Figure 1. Cell classes on the final placement (run 1).
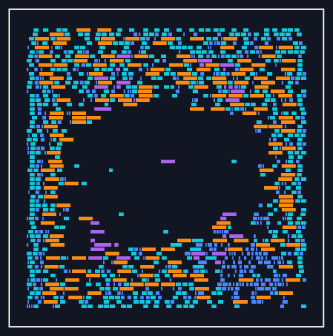
Figure 2. Clock wiring as the flow saved it (run 1).
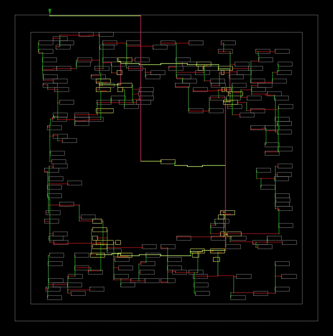
Figure 3. Clock wires, drivers and flops (run 1).
The bar under the picture is 50 µm long.
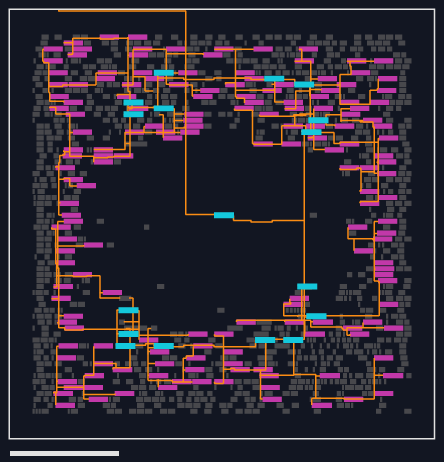
Figure 4. Signal wires on met4 (run 1).
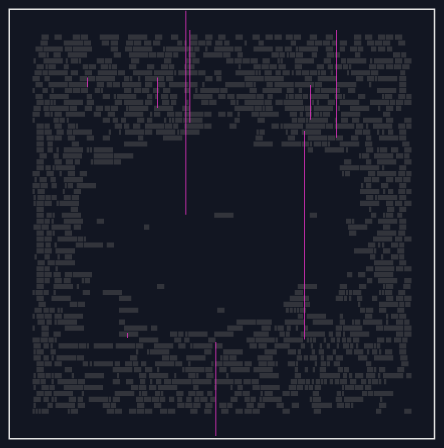
Design lpif_dstrm_arb_ctrl, sky130hd; sources not shown.
==> out/qor.csv, run 1 <==
metric,value,unit
die_x,194,µm
synth-async-reset-ratio,100.0,%
final_nets,1437,
hold_slack,247.5,ps
track_usage,16.09,%
synth_top_flop_cell,dfrtp_1,
crit_type,reg2reg,
timing.final.crit_share,88.21,%
warnings,30,
synth_area,7088,µm²
diodes,0,
reg2reg_depth,15,
design.core.area,30270,µm²
cts_tree,done,
final_cell_mix,"475 x clkdlybuf4s50_1, 164 x dfrtp_1, 155 x nor2_1",
arrival,3790,ps
io_pins,500,
synth_cell_types,56,
root_buffer,clkbuf_16,
synthDominantCellAreaShare,59.66,%
yosysTopAreaCell,dfrtp_1,
status,completed,
internal_power,3.185,mW
layout_top_cell,clkdlybuf4s50_1,
switching_power,1.341,mW
power_density,351.6,nW/µm²
antenna_found_initial,4,
row_count,64,
seq_power,1.81,mW
largest_reg_flops,128,
path_clk_slew,70,ps
clockBufferDepth,2,
cts_max_level,4,
start_kind,flip-flop,
grt_start_max_net_pins,78,
tns,0,ps
drcViolationCount,0,
rsz0062_at_grt,false,
synth.most_common_cell,dfrtp_1,
worst_pin_slew,848.9,ps
ant_nets,0,
cap_viol_max_count,0,
finalHoldViolations,0,
ys_cells,663,
max_freq,283.4,MHz
leakagePower,5.223,nW
combPwrFrac,21.9,%
routedWlPerCell,21.14,µm
ir_worst_vdd,0.2421,mV
via_per_inst,4.525,
power_frac_seq,39.9,%
port_buffers,478,
drv_slew,0,
top_cells_by_area,"dfrtp_1 60%, a22oi_1 15%, nor2_1 8.3%, buf_4 2.4%, clkbuf_1 2.1%",
cts_hold_buf,0,
r2r_slack,470,ps
ys_area,7088,µm²
globalplace.congestion,0.8129,
cts_resized,0,
common_cells,"169 x dfrtp_1, 156 x nor2_1, 144 x a22oi_1, 39 x clkbuf_1, 23 x buf_4",
synth.avg_cell_area,10.69,µm²
die_y,196,µm
crit_required,4270,ps
drive_gt1_share,6.267,%
ys_seq_share,59.66,%
synth_cells,663,
ys_warn_count,6,
dr.pass1.iters,4,
synth-edff-count,0,
crit_path_end_kind,flip-flop,
dieArea,38020,µm²
slew_headroom,43.40,%
p_sw_share,29.63,%
area_growth,81.66,%
initial_utilization,23.42,%
grt_pass1_vias,7456,
cts_post_setup_buffers_inserted,0,
dp_hpwl,25360,µm
setup_violations,0,
min_period,3528,ps
drt_iter0_drc,363,
grt_pass1_wl,47020,µm
fillCellCount,2947,
crit_fanout,13,
comb_power,992,µW
utilization,42.54,%
overflow,0,
hold_class,in2async,
ys_ff,169,
maxPowerGroup,registers,
About Figure 1:
- remaining logic cells: blue (cells 433; share of their area 21%)
- clock drivers and dummy loads: purple (cells 32; share of their area 4.9%)
- remaining buffers and delay cells: cyan (cells 499; share of their area 40%)
- registers: orange (cells 169; share of their area 34%)
Design Area, Final: 12,880 µm²
fraction of area in registers: 32.89%

About Figure 2:
clk pwr: 1.73 mW
clock sinks: 169
CTS Buf Count: 17

About Figure 3:
- clock-net drivers: cyan (count 17)
- clock wires: orange (length 2,470 µm)
- flip-flops: magenta (count 169)
- flops lie: spread over the die
- routed clock nets: 18
Skew-Pair Late Insertion Delay: 430 ps
Clock Power Share: 38.2%

About Figure 4:
- wire length on this layer: 358 µm
- share of all routed wire: 1.1%
Routed WL: 32,320 µm
via count: 6,918

run 1: critical path, stage by stage (launching register included):
cell and delay, ps:
dfrtp_2 490, nor4_1 440, a21oi_1 160, nand2_1 90, a21oi_1 40, and2_2 220
nor2_4 80, inv_1 70, ha_1 200, xor2_1 160, ha_1 210, o21a_1 170
o221a_1 280, or3_1 350, a311oi_1 250, mux2_1 160
run 1: metal layers:
metal | wire (µm) | share of wire [%] | vias to the layer above | global-route usage [%]
li1 | - | - | 3220 | -
met1 | 12480 | 39 | 3364 | 17.95
met2 | 16660 | 52 | 305 | 28.26
met3 | 2771 | 8.6 | 23 | 6.326
met4 | 357 | 1.1 | 6 | 3.676
met5 | 46 | 0.14 | - | 0
run 1: per-stage QoR:
stage / total power [mW] / setup slack [ps] / instance area (µm²) / cells
after floorplan: 2.309 / 9.302 / 7181 / 682
after global placement: 2.830 / 123.4 / 12270 / 1497
after detailed placement: 2.837 / 112.3 / 12270 / 1497
after CTS: 4.598 / 444.2 / 12880 / 1529
after global routing: 4.726 / 181.8 / 12880 / 1529
final: 4.527 / 471.7 / 12880 / 1529
run 1: cell type report:
type | instances | area, µm² | area share, %
clock inverter | 15 | 180.2 | 1.399
sequential | 169 | 4235 | 32.89
clock buffer | 17 | 425.4 | 3.304
inverter | 8 | 30.03 | 0.2332
timing repair buffer | 499 | 5001 | 38.84
multi-input combinational | 425 | 2509 | 19.48
tap | 396 | 495.5 | 3.848
run 1: cell families after synthesis:
group           Yosys count  synth area share (%)
flops                   169                 59.66
mux                       8                 1.200
other cells               2                0.1060
buf+inv                  88                 6.267
fa+ha+maj                 5                0.8826
compound gates          188                 19.42
simple gates            196                 11.60
xor+xnor                  7                0.8650
Figure 5. Signal metal coverage by tile (run 1).
The die is cut into 39 by 39 equal tiles; dark blue is low, red is high, scaled to the fullest tile. Values are wire area over tile area, all layers added.
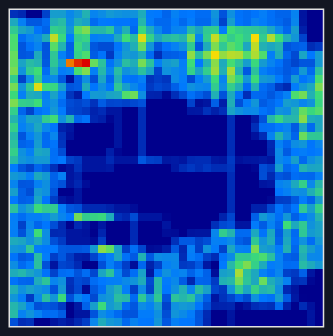

--- run 2 (diff from run 1) ---
--- a/config.mk
+++ b/config.mk
@@ -6,13 +6,12 @@
 export NUM_CORES = 1
 export LEC_CHECK = 0
 export CAP_MARGIN = 15
-export CORE_AREA = 10 10 184 186
+export CORE_AREA = 10 10 186 188
 export CTS_CLUSTER_DIAMETER = 120
 export DETAILED_ROUTE_END_ITERATION = 7
-export DIE_AREA = 0 0 194 196
-export PLACE_DENSITY = 0.61
+export DIE_AREA = 0 0 196 198
+export PLACE_DENSITY = 0.58
 export SLEW_MARGIN = 20
 export SYNTH_ARGS = -nofsm -noshare
 export SYNTH_HDL_FRONTEND = slang
-export SYNTH_HIERARCHICAL = 1
 export SYNTH_SLANG_ARGS = --single-unit
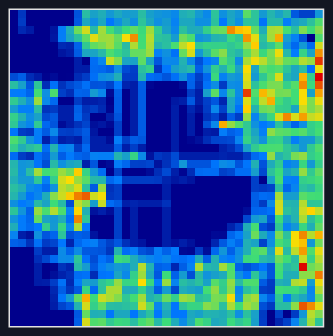
Figure 6: run 2, signal metal coverage by tile.
The die is cut into 39 by 40 equal tiles; dark blue is low, red is high, scaled to the fullest tile. Values are wire area over tile area, all layers added.
- mean over tiles: 0.13
- nearly empty tiles: 18%
- densest ninth of the die: top right
- fullest tile: 0.46
- emptiest ninth of the die: middle
Routed WL: 31,420 µm
WL/cell: 23.07 µm

==> run 2 against run 1 <==
Compared with the run above: first-iteration DRC count decreased by 27%; combinational power increased by 21%; highest routed layer unchanged; largest power group unchanged; non-clock buffer count decreased by 9.
==> out/qor.csv, run 2 <==
metric,value,unit
start_kind,flip-flop,
largest_reg_flops,128,
synth-async-reset-ratio,100.0,%
initial_utilization,21.32,%
grt_pass1_wl,43810,µm
clockPowerShare,35.3,%
synth.most_common_cell,dfrtp_1,
dp_hpwl,24760,µm
ys_ff,165,
antenna_found_initial,4,
die_x,196,µm
pre_cts_ws,254.2,ps
yosysTopAreaCell,dfrtp_1,
warnings,36,
final_cell_mix,"473 x clkdlybuf4s50_1, 165 x dfrtp_1, 144 x a22o_1",
port_buffers,476,
synthDominantCellAreaShare,62.33,%
design.core.area,31070,µm²
crit_type,reg2reg,
min_period,3643,ps
synth.avg_cell_area,13.74,µm²
stdcell_count,1362,
ir_worst_vdd,0.2852,mV
top_cells_by_area,"dfrtp_1 62%, a22o_1 19%, buf_6 2.7%, buf_4 2.6%, buf_2 1.4%",
cts_resized,0,
leakagePower,5.251,nW
clock_latency,440,ps
arrival,3900,ps
combPwrFrac,25.9,%
reg2reg_depth,11,
ant_nets,0,
worst_pin_slew,814.5,ps
ys_area,6624,µm²
row_count,65,
crit_fanout,10,
via_per_inst,4.287,
io_pins,500,
globalplace.congestion,0.8237,
die_y,198,µm
track_usage,15.40,%
ys_cells,482,
drt_iter0_drc,266,
synth-edff-count,0,
cts_hold_buf,0,
dr.pass1.iters,7,
timing.final.crit_share,91.08,%
cts_tree,done,
tns,0,ps
hold_class,in2async,
ys_seq_share,62.33,%
utilization,39.38,%
final_nets,1261,
cts_max_level,4,
cts_inserted_buffers,17,
ys_warn_count,0,
vias,5839,
status,completed,
synth_cells,482,
setup_violations,0,
synth_top_flop_cell,dfrtp_1,
max_freq,274.5,MHz
root_buffer,clkbuf_16,
crit_required,4260,ps
crit_path_end_kind,flip-flop,
drv_slew,0,
path_clk_slew,80,ps
power_frac_seq,38.7,%
common_cells,"165 x dfrtp_1, 144 x a22o_1, 23 x buf_4, 18 x buf_2, 16 x buf_6",
fillCellCount,2969,
overflow,0,
dp.cells,1327,
clock_sinks,165,
layout_top_cell,clkdlybuf4s50_1,
drcViolationCount,0,
switching_power,1.462,mW
synth_cell_types,54,
cap_viol_max_count,0,
internal_power,3.175,mW
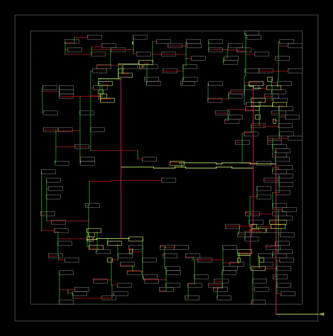
Figure 7: run 2, clock wiring as the flow saved it.
clock buffers: 17
FFs & Latches: 165

[run 2: worst max-delay path, stage by stage, from the launching register on]
cell and delay (ps):
dfrtp_1 480, or4_1 530, o311a_1 360, o21ai_0 130, inv_1 120, ha_1 320
ha_1 430, inv_1 90, a41oi_1 290, nor4_1 110, or4_1 410, a31oi_1 190
[run 2: per-stage QoR]
| step | hold slack, ps | cell area (µm²) |
|---|---|---|
| 2_1_floorplan | 337.7 | 6699 |
| 3_3_place_gp | 361.9 | 11650 |
| 3_5_place_dp | 357.1 | 11650 |
| 4_1_cts | 237.0 | 12230 |
| 5_1_grt | 242.7 | 12230 |
| 6_report | 217.7 | 12230 |
[run 2: cells by family (layout without fill, tap and decap cells)]
kind of cell	Yosys count	in the layout	share of synthesized area, %
adder cells (fa/ha/maj)	5	5	0.9445
XOR/XNOR	7	7	0.9256
flip-flops	165	165	62.33
AND-OR/OR-AND	186	186	23.80
other	1	24	0.05661
multiplexers	5	5	0.7933
AND/OR/NAND/NOR	41	41	3.608
buffers and inverters	72	527	7.537
[run 2: cell type report]
cell class	instances	area [µm²]	area share, %
repair buffers	490	4928	40.29
flip-flops and latches	165	4129	33.75
multi-input cells	265	2076	16.97
well taps	402	503.0	4.112
clock buffers	17	425.4	3.478
clock inverters	15	145.1	1.186
inverters	5	18.77	0.1534
diodes	3	7.507	0.06137
[run 2: metal layers]
layer	part of all wire (%)	track usage, %
met1	39	17.24
met5	0.041	0
met2	51	26.39
met4	1.6	5.345
met3	8.1	5.716
[run 2: power groups by stage]
stage / combinational [mW] / clock, mW / sequential [mW]
after floorplan: 0.274 / 0 / 2.16
after global placement: 1.21 / 0 / 1.83
after detailed placement: 1.21 / 0 / 1.83
after CTS: 1.22 / 1.71 / 1.80
after global routing: 1.26 / 1.77 / 1.81
final: 1.20 / 1.64 / 1.80
No activity file was given, so power comes from the tool's default toggle rates.
